Design dyser_cfg_seq, sky130hd; sources not shown.
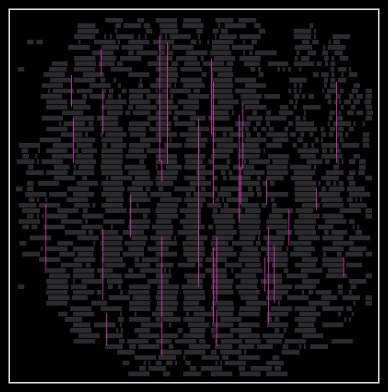
Run 1: met4 routing
Drawn at 2 px/um.
wire length on this layer = 926 um
main direction = vertical
longest straight run = 83.6 um
nets with wire on the layer = 15
Post-Route WL: 35.36 mm
via count: 7763

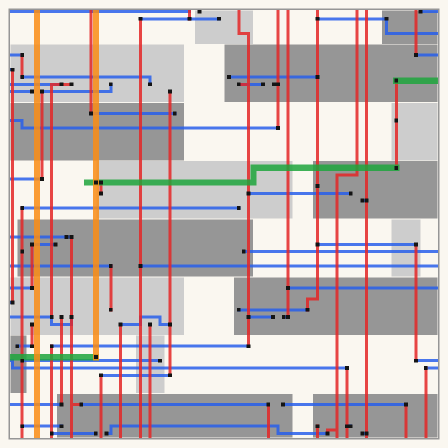
Run 1: layout detail
Window x 128 to 148, y 36 to 56 um. Cells in grey, sequential cells in the stronger grey; small squares are vias.
metal 1 -> blue
metal 3 -> green
metal 2 -> red
metal 4 -> orange
most frequent = edfxtp_1 (7), mux4_2 (2), clkbuf_1 (2)
sequential cells in the window = 7
cells with their middle in the window = 13

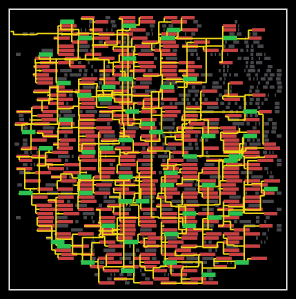
Run 1: clock network drawn from the DEF
Drawn at 1.5 px/um.
clock wires -> yellow  # length 4890 um
flip-flops -> red  # count 390
clock drivers -> green  # count 54
routed clock nets = 55
Clock Latency Late Sink: 570 ps
Power Clock: 5160 uW
clock power share: 0.379

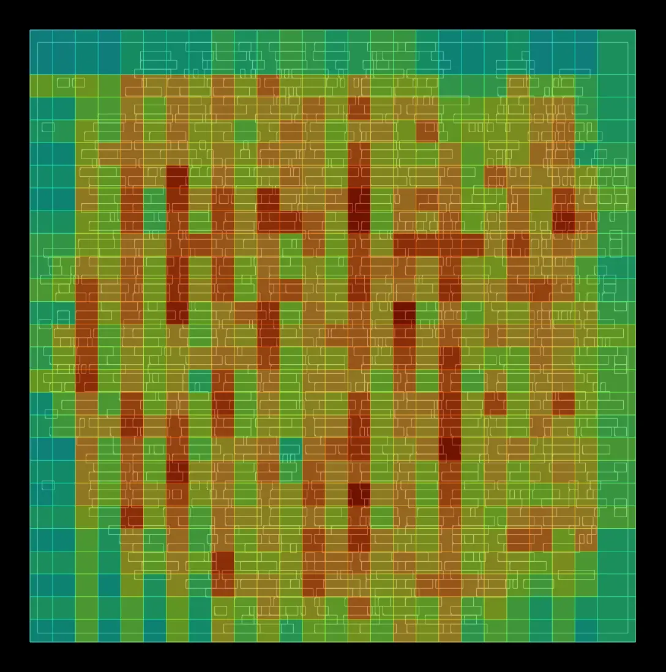
Run 1: routing congestion
global routing usage on met3: 0.04304
GR Util met2: 0.3561
met1 Use GR: 0.2915
per-cell routed wire length: 26.93 um
grt peak-use layer: met2

==> flow_summary.toml <==
# implementation run metrics
[status]
status = "finished clean"

[sta]
maxSlewHeadroom = 0.4086
period_used_share = 0.9123
finalHoldViolCount = 0
whs_ps = 219.9
drv_slew = 0
min_period_ps = 3011
worstMarginPinSlew_ps = 887.1
finalSetupTns_ps = 0
setup_violations = 0
rsz0062_at_grt = "false"
fmax_mhz = 332.2

[yosys]
fp_nets = 777
yosys_warnings = 0
largest_area_cell = "edfxtp_1"
synth_area_sq_mm = 0.01503
synthCells = 736
edf_count = 357
synthFlopType = "edfxtp_1"
synth.distinct_cells = 42
postSynthSeqShare = 0.7681
top_area_frac = 0.7132
ys_area_sq_mm = 0.01503
avgSynthCellArea_sq_um = 20.42
async_flop_share = 0.08462
ys_cells = 736
synthTopCellsByArea = "edfxtp_1 71%, mux4_2 12%, dfrtp_1 5.5%, a22oi_1 2.1%, nand2_1 1.2%"
ys_ff = 390

[pwr]
pwr_density_cell_mw_per_mm2 = 755.8
internal_power_uw = 10200
p_comb_frac = 0.194
leakage_uw = 0.005755
switching_share = 0.2525
sequentialPowerShare = 0.427
max-vdd-ir-drop_mv = 0.3812
p_switching_uw = 3444

[critical_path]
cp_num_buf_inv = 2
arrival_ps = 2480
r2r_slack_ps = 660
reg2reg_depth = 6
path_max_fanout = 55
critical-path-top-delay-family = "flip-flops"
critPathMaxStageDelay_ps = 990
cp_data_required_time_ps = 2770
crit_slowest_cell = "dfrtp_4"
crit_chain = "buf_4 -> clkdlybuf4s50_1"
critPathLaunchType = "register"
critPathKind = "register to primary output"
end_kind = "primary output"
path_depth = 2

[floorplanning]
die_h_um = 186
die_w_um = 184
initial_utilization = 0.4667
rows = 66
core_sq_mm = 0.03221
die_area_sq_mm = 0.03422
io_pins = 65

[layout]
combGateArea_sq_mm = 0.003279
n_antenna_cell = 0
largest_reg_flops = 357
syn_to_final_growth_pct = 20.07
seq_area_sq_mm = 0.01155
layout-drive-gt1-share = 0.2376
design_area_sq_mm = 0.01805
instances_no_fill = 1313
n_fill_cell = 2824
fin_nets = 903

[grt]
grt_usage = 0.2160
grt_max_degree = 56
grt-ovfl-total = 0
grt_pass1_vias = 8511
antenna_found_initial = 1
grt_pass1_wl_mm = 53.72

[route]
drc = 0
routed-wl-met3_mm = 2.251
wl_met2_mm = 17.25
ant_nets = 0
dr.first_iter.drc_count = 625
top_layer = "met4"
met1_length_mm = 14.93
via_per_inst = 5.912
first_pass_iters = 5

[clock_network]
cts_root_buf = "clkbuf_16"
cts_tree = "done"
cts.reportedPaths.clkPinSlew_ps = 50
cts_buffer_depth = 3
numCtsBuffers = 54
cts.sinks = 390
htree_levels = 2

[hold_path]
hold_class = "input pin to register"
whs_path_depth = 2

[place]
routabilityCongestion = 0.7843
io_buffer_count = 64
postPlaceCellArea_sq_mm = 0.01644
placedCellCount = 1213
dpl.hpwl_mm = 20.97

[run]
maxCapViolations = 0
warnings = 31
## run 1: cell type report
type / instances / share of cell area
Sequential cell: 390 / 0.6402
Multi-Input combinational cell: 296 / 0.1817
Clock buffer: 98 / 0.08693
Clock inverter: 1 / 0.001664
Timing Repair Buffer: 111 / 0.05934
Tap cell: 408 / 0.02828
Inverter: 9 / 0.001872
## run 1: placed cells by master, fill, tap and decap left out, types with 2 or more instances in the layout
cell	count
mux2i_1	2
ha_1	8
or3b_2	2
nand2_1	49
clkdlybuf4s50_1	64
nor2_1	2
or2_2	2
inv_1	8
a22oi_1	42
clkbuf_1	41
mux4_1	3
and2_1	2
dfrtp_4	2
clkbuf_16	56
nand3_1	6
o21ai_0	4
nor3b_1	2
mux4_2	81
o22a_1	21
buf_4	40
buf_12	6
nor3_1	2
a21oi_1	23
nand2b_1	4
a22o_1	2
nor2b_1	2
dfrtp_1	30
nor2_2	17
o21ai_1	3
edfxtp_1	357
nor2b_2	2
## run 1: cells in the mapped netlist, types with 8 or more instances
library cell    n
a21oi_1        23
a22oi_1        42
buf_2          10
clkbuf_1       23
dfrtp_1        33
edfxtp_1      357
ha_1            8
inv_1           9
mux4_2         81
nand2_1        49
nor2_1         20
o22a_1         21
## run 1: cell families (layout without fill, tap and decap cells)
kind of cell    after synthesis  after routing  share of synthesized area
fa+ha+maj                     8              8                   0.006659
mux                          87             87                     0.1287
flops                       390            390                     0.7681
simple gates                 99             99                    0.02996
buf+inv                      50            219                    0.01773
compound gates              102            102                    0.04886
## run 1: what timing repair did
item,in CTS,in global routing
hold buffers,1,0
endpoints found under the hold margin,15,0
resized,0,0
setup buffers,0,0
## run 1: routing by layer
| layer | up-vias | GRT usage |
|---|---|---|
| li1 | 3297 | - |
| met1 | 4115 | 0.2915 |
| met2 | 282 | 0.3561 |
| met3 | 69 | 0.04304 |
| met4 | 0 | 0.07072 |
| met5 | - | 0 |
## run 1: power groups by stage
stage                     Sequential, uW  Clock (uW)  Combinational (uW)
after floorplan                     5930           0                1770
after global placement              5910           0                2620
after detailed placement            5930           0                2680
after CTS                           5840        5270                2700
after global routing                5860        5460                2850
final                               5820        5160                2650
## run 1: per-stage QoR
step                utilization  setup WS, ps  power, uW
finish                   0.5604         289.4      13640
floorplan                     -         260.2       7707
global route             0.5604         189.7      14170
global placement         0.5105         293.4       8534
detailed placement       0.5105         194.9       8607
CTS                      0.5604         239.1      13800
Power figures rest on the tool's default switching activity, not on a simulated workload.
